`src/rtl/i2s_rx.sv`:
```
// ---------------------------------------------------------------------------
// i2s_rx : I2S serial-to-parallel receiver (bit-clock slave)
//
// Samples ws / sdata on the rising edge of i_sclk and deserializes MSB-first
// channel words. One left/right pair is presented per stereo frame, together
// with a single-cycle o_valid strobe on the posedge that samples ws 1->0.
//
// Optional feature:
//   I2SRX_FRAME_CHECK_EN  - when defined, builds the slot-length checker that
//                           drives the sticky o_frame_err flag. When left
//                           undefined, no check logic exists and o_frame_err
//                           is tied low.
//
// WIDTH must lie in 1..63 because the per-slot sample counter is 6 bits wide
// and saturates at 63.
// ---------------------------------------------------------------------------
module i2s_rx #(
    parameter int WIDTH = 16
) (
    input  logic             i_sclk,
    input  logic             i_rst,
    input  logic             i_ws,
    input  logic             i_sdata,
    output logic [WIDTH-1:0] o_left_chan,
    output logic [WIDTH-1:0] o_right_chan,
    output logic             o_valid,
    output logic             o_frame_err
);

    // Receiver states: SYNC waits for the first ws edge, RUN captures slots.
    localparam logic [0:0] ST_SYNC = 1'b0;
    localparam logic [0:0] ST_RUN  = 1'b1;

    // Counter ceiling and the index of the last captured sample in a slot.
    localparam logic [5:0]       CNT_MAX  = 6'd63;
    localparam logic [5:0]       LAST_IDX = 6'(WIDTH - 1);
    localparam logic [WIDTH-1:0] ONE_W    = WIDTH'(1'b1);
    localparam logic [WIDTH-1:0] ZERO_W   = {WIDTH{1'b0}};

    logic [0:0]       r_state;
    logic             r_ws_q;
    logic [5:0]       r_bit_cnt;
    logic [WIDTH-1:0] r_slot;
    logic [WIDTH-1:0] r_left_hold;
    logic             r_left_ok;
    logic [WIDTH-1:0] r_left_chan;
    logic [WIDTH-1:0] r_right_chan;
    logic             r_valid;

    logic             w_edge;
    logic             w_in_range;
    logic [5:0]       w_bit_pos;
    logic [WIDTH-1:0] w_bit_mask;
    logic [WIDTH-1:0] w_slot_word;

    // Slot boundary: ws differs from its previous sample.
    always_comb begin
        w_edge = (i_ws != r_ws_q);
    end

    // Slot word including the sample taken this cycle; samples beyond WIDTH
    // are dropped so long slots truncate to their MSB-aligned top bits.
    always_comb begin
        w_in_range  = (r_bit_cnt <= LAST_IDX);
        w_bit_pos   = LAST_IDX - r_bit_cnt;
        w_bit_mask  = ONE_W << w_bit_pos;
        if (w_in_range && i_sdata) begin
            w_slot_word = r_slot | w_bit_mask;
        end else begin
            w_slot_word = r_slot;
        end
    end

    // Main receive state machine: bit capture, left holding, pair delivery.
    always_ff @(posedge i_sclk) begin
        if (i_rst) begin
            r_state      <= ST_SYNC;
            r_ws_q       <= 1'b0;
            r_bit_cnt    <= 6'd0;
            r_slot       <= ZERO_W;
            r_left_hold  <= ZERO_W;
            r_left_ok    <= 1'b0;
            r_left_chan  <= ZERO_W;
            r_right_chan <= ZERO_W;
            r_valid      <= 1'b0;
        end else begin
            r_ws_q  <= i_ws;
            r_valid <= 1'b0;
            case (r_state)
                ST_SYNC: begin
                    // Data is discarded until the first edge aligns us.
                    if (w_edge) begin
                        r_state   <= ST_RUN;
                        r_bit_cnt <= 6'd0;
                        r_slot    <= ZERO_W;
                        r_left_ok <= 1'b0;
                    end else begin
                        r_state   <= ST_SYNC;
                        r_bit_cnt <= 6'd0;
                        r_slot    <= ZERO_W;
                    end
                end
                ST_RUN: begin
                    if (w_edge) begin
                        // Every boundary restarts capture for the next slot.
                        r_bit_cnt <= 6'd0;
                        r_slot    <= ZERO_W;
                        if (!r_ws_q) begin
                            // Left slot just ended: park it until its right partner.
                            r_left_hold <= w_slot_word;
                            r_left_ok   <= 1'b1;
                        end else begin
                            // Right slot just ended: deliver only a complete pair.
                            if (r_left_ok) begin
                                r_left_chan  <= r_left_hold;
                                r_right_chan <= w_slot_word;
                                r_valid      <= 1'b1;
                            end else begin
                                r_left_chan  <= r_left_chan;
                                r_right_chan <= r_right_chan;
                            end
                            r_left_ok <= 1'b0;
                        end
                    end else begin
                        r_slot <= w_slot_word;
                        if (r_bit_cnt != CNT_MAX) begin
                            r_bit_cnt <= r_bit_cnt + 6'd1;
                        end else begin
                            r_bit_cnt <= r_bit_cnt;
                        end
                    end
                end
                default: begin
                    r_state   <= ST_SYNC;
                    r_bit_cnt <= 6'd0;
                    r_slot    <= ZERO_W;
                    r_left_ok <= 1'b0;
                end
            endcase
        end
    end

    assign o_left_chan  = r_left_chan;
    assign o_right_chan = r_right_chan;
    assign o_valid      = r_valid;

`ifdef I2SRX_FRAME_CHECK_EN
    logic r_frame_err;
    logic w_slot_bad;

    // A slot is bad when it is shorter than WIDTH or overran the counter.
    always_comb begin
        w_slot_bad = (r_bit_cnt < LAST_IDX) || (r_bit_cnt == CNT_MAX);
    end

    // Sticky error flag, cleared only by reset.
    always_ff @(posedge i_sclk) begin
        if (i_rst) begin
            r_frame_err <= 1'b0;
        end else if ((r_state == ST_RUN) && w_edge && w_slot_bad) begin
            r_frame_err <= 1'b1;
        end else begin
            r_frame_err <= r_frame_err;
        end
    end

    assign o_frame_err = r_frame_err;
`else
    assign o_frame_err = 1'b0;
`endif

endmodule
```
`config.mk`:
```
export PLATFORM = sky130hd
export DESIGN_NAME = i2s_rx
export DESIGN_NICKNAME = d
export VERILOG_FILES = /design/src/rtl/i2s_rx.sv
export SDC_FILE = /design/constraint.sdc
export NUM_CORES = 1
export LEC_CHECK = 0
export ABC_AREA = 0
export CORE_MARGIN = 4
export CORE_UTILIZATION = 48
export DETAILED_ROUTE_END_ITERATION = 8
export GPL_TIMING_DRIVEN = 0
export PLACE_DENSITY = 0.74
export SLEW_MARGIN = 10
export SYNTH_ARGS = -nofsm -noshare
export SYNTH_HDL_FRONTEND = slang
export SYNTH_SLANG_ARGS = --single-unit
export TNS_END_PERCENT = 30
```
`constraint.sdc`:
```
create_clock -name i_sclk -period 1.75 [get_ports i_sclk]
set_input_delay 0.2625 -clock i_sclk [delete_from_list [all_inputs] [get_ports i_sclk]]
set_output_delay 0.2625 -clock i_sclk [all_outputs]
set_load 0.01 [all_outputs]
```
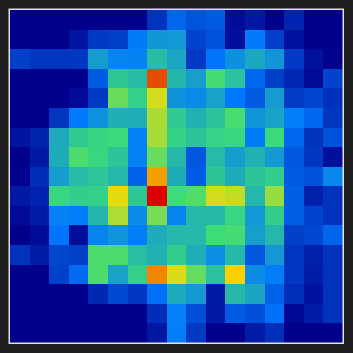
Run 1: signal metal coverage by tile
(4 px per µm) 17 x 17 tiles, from dark blue (low) to red (high), scaled to the fullest tile. Values are wire area over tile area, all layers added.
- densest ninth of the die: center
- nearly empty tiles: 19%
- mean over tiles: 0.13

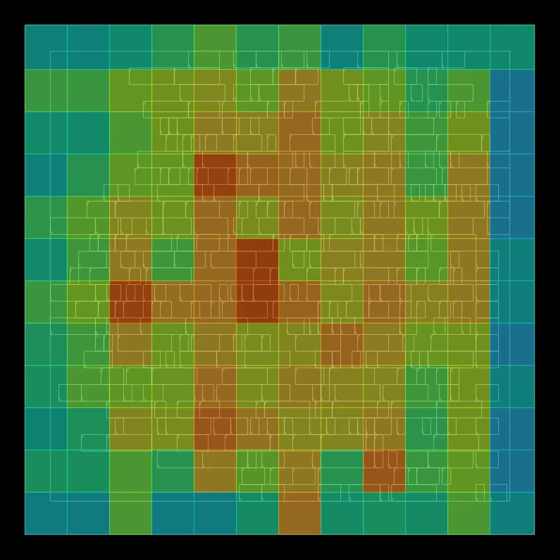
Run 1: routing congestion map
Most Crowded Layer GR: met2
Avg WL per Cell: 14.0 µm
Finished Core Util: 0.626

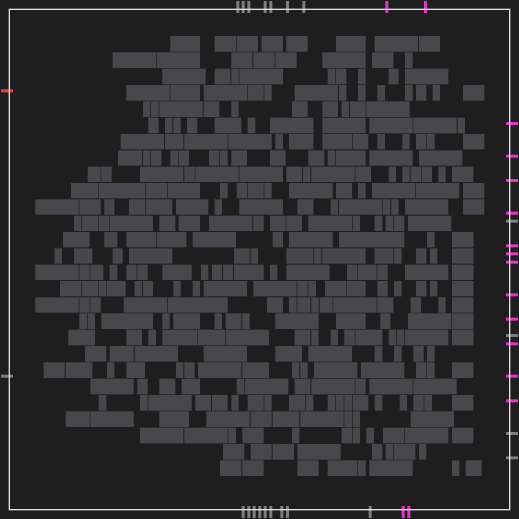
Run 1: ports around the boundary
(6 px per µm) Pins as bars across the die edge, other pins in gray.
- magenta: o_left_chan (pins 16; direction output; edge 12 east, 2 south, 2 north)
- red: i_sclk (pins 1; direction input; edge west)

==> impl_metrics.toml, run 1 <==
# yosys + openroad results
[critical_path]
path_buffers = 3
crit_family = "AND-OR/OR-AND gates"
critical_path.max_fanout = 8
reg2reg_from = "r_bit_cnt[4]"
worstSetupEndpoint = "o_right_chan[3]"
cp-startpoint = "r_bit_cnt[4]"
worstSetupStartpointType = "flip-flop"
path_class = "flip-flop to flip-flop"
cp-end-kind = "flip-flop"
slowest_stage = "dfxtp_2"
r2r-end = "o_right_chan[3]"
crit_required_ns = 1.95
crit_path_max_incr_delay_ns = 0.37
worst-path-stages = 7
cp_cell_sequence = "buf_6 > inv_1 > ha_1 > and4bb_2 > buf_6 > a21oi_1 > a211oi_1"
regToRegSetupSlack_ns = 0.01
critPathArrivalTime_ns = 1.94
path_common_cell = "buf_6"

[clocking]
cts_max_path_buffers = 2
htree_num_levels = 3
root_buffer = "clkbuf_8"
clkTransAtPathRegs_ns = 0.08
cts_setup_buffers = 1
ctsHoldBuffers = 0
cts.sinks = 74
clock_latency_ns = 0.34
postCtsResizedCells = 5
cts_tree = "built"

[finish]
sh_seq_area = 0.430
most-common-layout-cells = "73 x dfxtp_1, 54 x nor2_1, 35 x clkdlybuf4s50_1"
final-clk-cell-share = 0.0595
area_delta_synth_final_pct = 27.2
stdcell_count = 415
fill_cells = 454
fin_nets = 345
flop-count = 74
non_clock_inverter_count = 3
lay_top_count = "dfxtp_1"
clkbuf_count = 12
num-nonclk-buffers = 61
comb.multi_input.count = 189
dominant_cells = "flip-flops and latches"
comb_share = 0.329
seq_area_um2 = 1480
fin_area_um2 = 3450
diodes = 0
comb_area_um2 = 1140
drive_above_1_share = 0.155
buffer_area_frac = 0.152

[pwr]
seqPwrFrac = 0.536
swShare = 0.225
p_leak_nw = 1.16
pg_comb_w = 0.000147
vdd_drop_max_v = 0.000619
p_per_area_nw_per_um2 = 938
switchingPower_w = 0.000727
pg_clk_w = 0.00135
p_total_w = 0.00323
power_leader = "registers"
internal_power_w = 0.00251
power_frac_comb = 0.045
clock_power_share = 0.418
p_seq_w = 0.00173

[synthesis]
ys_sh_xor = 0.00969
synth.most_common_cell = "dfxtp_1"
netlist_instances = 291
ys_seq_frac = 0.546
aoi_share = 0.160
top_area_cell = "dfxtp_1"
numSynthFlops = 74
area_leaders = "dfxtp_1 55%, a211oi_1 8.9%, nor2_1 7.5%, a21oi_1 6.3%, nand2_1 4.7%"
ys_cells = 291
synth.cellmix.adderShare = 0.0138
ys_sh_mux = 0.00738
synth_cell_type_count = 33
simple_gate_area_frac = 0.200
async_flop_share = 0
synth_chip_area_um2 = 2710
edf_count = 0
logic_family = "simple AND/OR/NAND/NOR gates"
top_cell_area_share = 0.546
synth_warnings = 0
syn_area_um2 = 2710
avgSynthCellArea_um2 = 9.32
common_cells = "74 x dfxtp_1, 54 x nor2_1, 34 x a21oi_1, 34 x nand2_1, 32 x a211oi_1"
synthesis.nets = 298
flop_cell = "dfxtp_1"

[min_path]
hold_path_class = "input pin to flip-flop"
hold_path_end = "r_ws_q"
whs_path_depth = 2
holdCritStartpoint = "i_rst"

[timing]
slew_headroom = 0.631
finalCritPeriodShare = 0.993
clock_skew_ns = 0.0101
grt_setup_unrepaired = "yes"
post-route-min-period_ns = 1.74
whs_ns = 0.251
setup_ws_ns = 0.0115
hold_violations = 0
report.final.slew_viol_count = 0
finalSetupViolations = 0
setup_tns_ns = 0
fmax_mhz = 575

[global_route]
grt_use_total = 0.178
grt_pass1_wl_um = 9780
grt_max_degree = 13
grtUsageMet3 = 0.0427
overflow = 0
grt_pass1_vias = 2006
antenna_found_initial = 0

[status]
status = "finished clean"

[job]
warnings = 28
drv_cap = 0

[placed_design]
dpl.cell_count = 398
dp_hpwl_um = 4130
dpl_cell_area_um2 = 3150
dp_worst_setup_slack_ns = -0.155
io_buffers = 35
place_congestion = 0.799

[routing]
ant_nets = 0
met3_length_um = 217
vias_per_cell = 5.17
initialDrtViolationCount = 118
drc = 0
wl_met2_um = 2700
highest_layer = "met4"
dr.pass1.iters = 4
dr_total_vias = 2145
met1_length_um = 2730
wirelength_um = 5790

[floorplanning]
dieArea_um2 = 6910
core_um2 = 5510
die_width_um = 83.2
io_pins = 38
initCoreUtil = 0.492
tapCellCount = 72
die_height_um = 83.2
placementRows = 27
==> run 2, diff against run 1 <==
CORE_UTILIZATION = 40   (was 48)
PLACE_DENSITY = not set   (was 0.74)
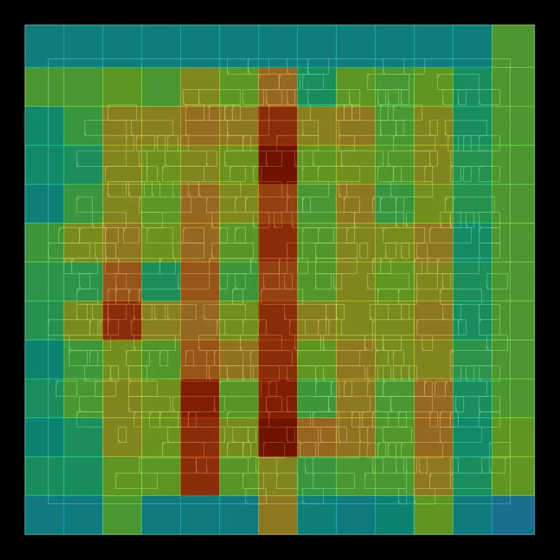
Run 2: routing congestion map
met2 usage: 0.256
met3 Usage GRT: 0.0558

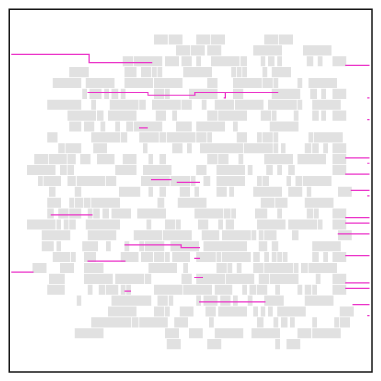
Run 2: met3 routing
(4 px per µm) Cells faint in the background.
- share of all routed wire: 3.7%
- wire length on this layer: 227 µm
- nets with wire on the layer: 22
- main direction: horizontal
- longest straight run: 20.7 µm

==> run 2 against run 1 <==
First-iteration DRC count decreased by 28%; synthesized area unchanged; critical endpoint is now o_right_chan[7]; critical path depth unchanged; worst hold slack better by 0.0034 ns; via count about the same; synthesized cell count unchanged; clock-buffer cell count fell by 2.
==> impl_metrics.toml, run 2 <==
# yosys + openroad results
[status]
status = "finished clean"

[synthesis]
flop_cell = "dfxtp_1"
avgSynthCellArea_um2 = 9.32
ys_sh_xor = 0.00969
numSynthFlops = 74
synth.cellmix.adderShare = 0.0138
synth_warnings = 0
async_flop_share = 0
netlist_instances = 291
syn_area_um2 = 2710
ys_cells = 291
common_cells = "74 x dfxtp_1, 54 x nor2_1, 34 x a21oi_1, 34 x nand2_1, 32 x a211oi_1"
simple_gate_area_frac = 0.200
top_area_cell = "dfxtp_1"

[finish]
non_clock_inverter_count = 3
lay_top_count = "dfxtp_1"
final-clk-cell-share = 0.0631
flop-count = 74
comb.multi_input.count = 189
comb_share = 0.325
stdcell_count = 421
num-nonclk-buffers = 62
fin_nets = 346
drive_above_1_share = 0.145
diodes = 0
clkbuf_count = 10
most-common-layout-cells = "73 x dfxtp_1, 54 x nor2_1, 35 x clkdlybuf4s50_1"

[floorplanning]
initCoreUtil = 0.420
tapCellCount = 77
dieArea_um2 = 8160

[clocking]
cts_setup_buffers = 1
cts_max_path_buffers = 2
htree_num_levels = 3
root_buffer = "clkbuf_8"
postCtsResizedCells = 8

[timing]
post-route-min-period_ns = 1.67
finalSetupViolations = 0
slew_headroom = 0.641
report.final.slew_viol_count = 0
fmax_mhz = 601

[routing]
met3_length_um = 227
vias_per_cell = 5.10
highest_layer = "met4"
ant_nets = 0
initialDrtViolationCount = 85
wl_met2_um = 2870
wl_per_cell_um = 14.5

[pwr]
p_seq_w = 0.00173
pg_clk_w = 0.00144
swShare = 0.223
power_frac_comb = 0.044
power_leader = "registers"
p_leak_nw = 1.17
p_total_w = 0.00332
pg_comb_w = 0.000146
p_per_area_nw_per_um2 = 956
seqPwrFrac = 0.522

[job]
warnings = 27

[critical_path]
critPathArrivalTime_ns = 1.88
regToRegSetupSlack_ns = 0.08
cp_cell_sequence = "buf_6 > inv_1 > ha_1 > and4bb_2 > buf_6 > a21oi_1 > a211oi_1"
cp-startpoint = "r_bit_cnt[4]"
worstSetupStartpointType = "flip-flop"

[placed_design]
dp_worst_setup_slack_ns = -0.160
io_buffers = 35
dpl.cell_count = 403
place_congestion = 0.812

[min_path]
hold_path_end = "r_ws_q"

[global_route]
grt_use_total = 0.161
==> run 3, diff against run 2 <==
CTS_CLUSTER_SIZE = 24   (was not set)
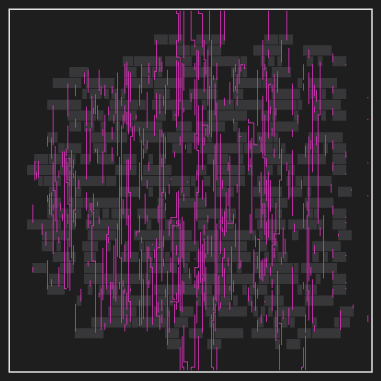
Run 3: signal wires on met2
(4 px per µm) Cells faint in the background.
- share of all routed wire: 47%
- wire length on this layer: 2,870 µm
- longest straight run: 38.8 µm

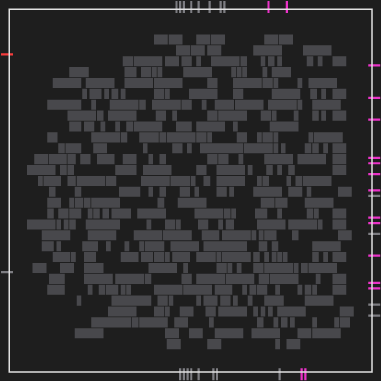
Run 3: ports around the boundary
(4 px per µm) Pins as bars across the die edge, other pins in gray.
- red: i_sclk (pins 1; direction input; edge west)
- magenta: o_left_chan (pins 16; direction output; edge 12 east, 2 south, 2 north)

==> run 3 against run 2 <==
First-iteration DRC count stayed put; register-to-register slack hardly changed; clock-buffer cell count stayed put; routed wire length stayed put; synthesized area stayed put; setup slack stayed put; worst hold slack stayed put; critical path depth stayed put; core utilization stayed put; combinational power hardly changed; sequential share of layout area stayed put; critical path type unchanged; critical endpoint unchanged; highest routed layer unchanged.
==> impl_metrics.toml, run 3 <==
# yosys + openroad results
[status]
status = "finished clean"

[clocking]
cts_tree = "built"
root_buffer = "clkbuf_8"
cts.sinks = 74
htree_num_levels = 3
postCtsResizedCells = 8
clock_latency_ns = 0.36

[floorplanning]
io_pins = 38
die_width_um = 90.3
core_um2 = 6460
placementRows = 29
dieArea_um2 = 8160
tapCellCount = 77

[pwr]
internal_power_w = 0.00258
vdd_drop_max_v = 0.000560
power_frac_comb = 0.044
p_per_area_nw_per_um2 = 956
swShare = 0.223
p_total_w = 0.00332
seqPwrFrac = 0.522
pg_clk_w = 0.00144
p_seq_w = 0.00173
clock_power_share = 0.434
power_leader = "registers"
pg_comb_w = 0.000146

[synthesis]
ys_sh_xor = 0.00969
syn_area_um2 = 2710
ys_sh_mux = 0.00738
avgSynthCellArea_um2 = 9.32
synth.most_common_cell = "dfxtp_1"
netlist_instances = 291
ys_seq_frac = 0.546
edf_count = 0
area_leaders = "dfxtp_1 55%, a211oi_1 8.9%, nor2_1 7.5%, a21oi_1 6.3%, nand2_1 4.7%"
ys_cells = 291
aoi_share = 0.160
numSynthFlops = 74
synth.cellmix.adderShare = 0.0138
flop_cell = "dfxtp_1"
synth_cell_type_count = 33
common_cells = "74 x dfxtp_1, 54 x nor2_1, 34 x a21oi_1, 34 x nand2_1, 32 x a211oi_1"
synth_warnings = 0
top_area_cell = "dfxtp_1"
logic_family = "simple AND/OR/NAND/NOR gates"

[job]
warnings = 27
drv_cap = 0

[routing]
wl_met2_um = 2870
wl_per_cell_um = 14.5
drc = 0
initialDrtViolationCount = 85
dr.pass1.iters = 4
dr_total_vias = 2146
met1_length_um = 2910
met3_length_um = 227
vias_per_cell = 5.10

[placed_design]
place_congestion = 0.812
dp_worst_setup_slack_ns = -0.160
dpl.cell_count = 403
dpl_cell_area_um2 = 3160
io_buffers = 35

[finish]
non_clock_inverter_count = 3
buffer_area_frac = 0.153
flop-count = 74
fin_nets = 346
comb_area_um2 = 1130
comb.multi_input.count = 189
final-clk-cell-share = 0.0631
area_delta_synth_final_pct = 28.0
dominant_cells = "flip-flops and latches"
clkbuf_count = 10
final_core_util = 0.537
comb_share = 0.325
seq_area_um2 = 1490
most-common-layout-cells = "73 x dfxtp_1, 54 x nor2_1, 35 x clkdlybuf4s50_1"
fill_cells = 637
fin_area_um2 = 3470

[min_path]
hold_path_end = "r_ws_q"
hold_path_class = "input pin to flip-flop"
whs_path_depth = 2

[timing]
fmax_mhz = 601
setup_tns_ns = 0
slew_headroom = 0.641
clock_skew_ns = 0.0127
post-route-min-period_ns = 1.67
finalCritPeriodShare = 0.951
report.final.slew_viol_count = 0
finalSetupViolations = 0
setup_ws_ns = 0.0849

[global_route]
globalRoute.busiestLayer = "met2"
grtUsageMet3 = 0.0558
grt_use_met2 = 0.256
overflow = 0
grt_pass1_wl_um = 10400
grt_use_total = 0.161
antenna_found_initial = 0

[critical_path]
crit_required_ns = 1.96
cp-end-kind = "flip-flop"
critPathArrivalTime_ns = 1.88
reg2reg_from = "r_bit_cnt[4]"
crit_family = "AND-OR/OR-AND gates"
slowest_stage = "dfxtp_4"
crit_path_max_incr_delay_ns = 0.35
worstSetupEndpoint = "o_right_chan[7]"
cp_cell_sequence = "buf_6 > inv_1 > ha_1 > and4bb_2 > buf_6 > a21oi_1 > a211oi_1"
regToRegSetupSlack_ns = 0.08
critical_path.max_fanout = 8
cp-startpoint = "r_bit_cnt[4]"
worst-path-stages = 7
worstSetupStartpointType = "flip-flop"
path_buffers = 3
Power is estimated from default activity; no workload was simulated.
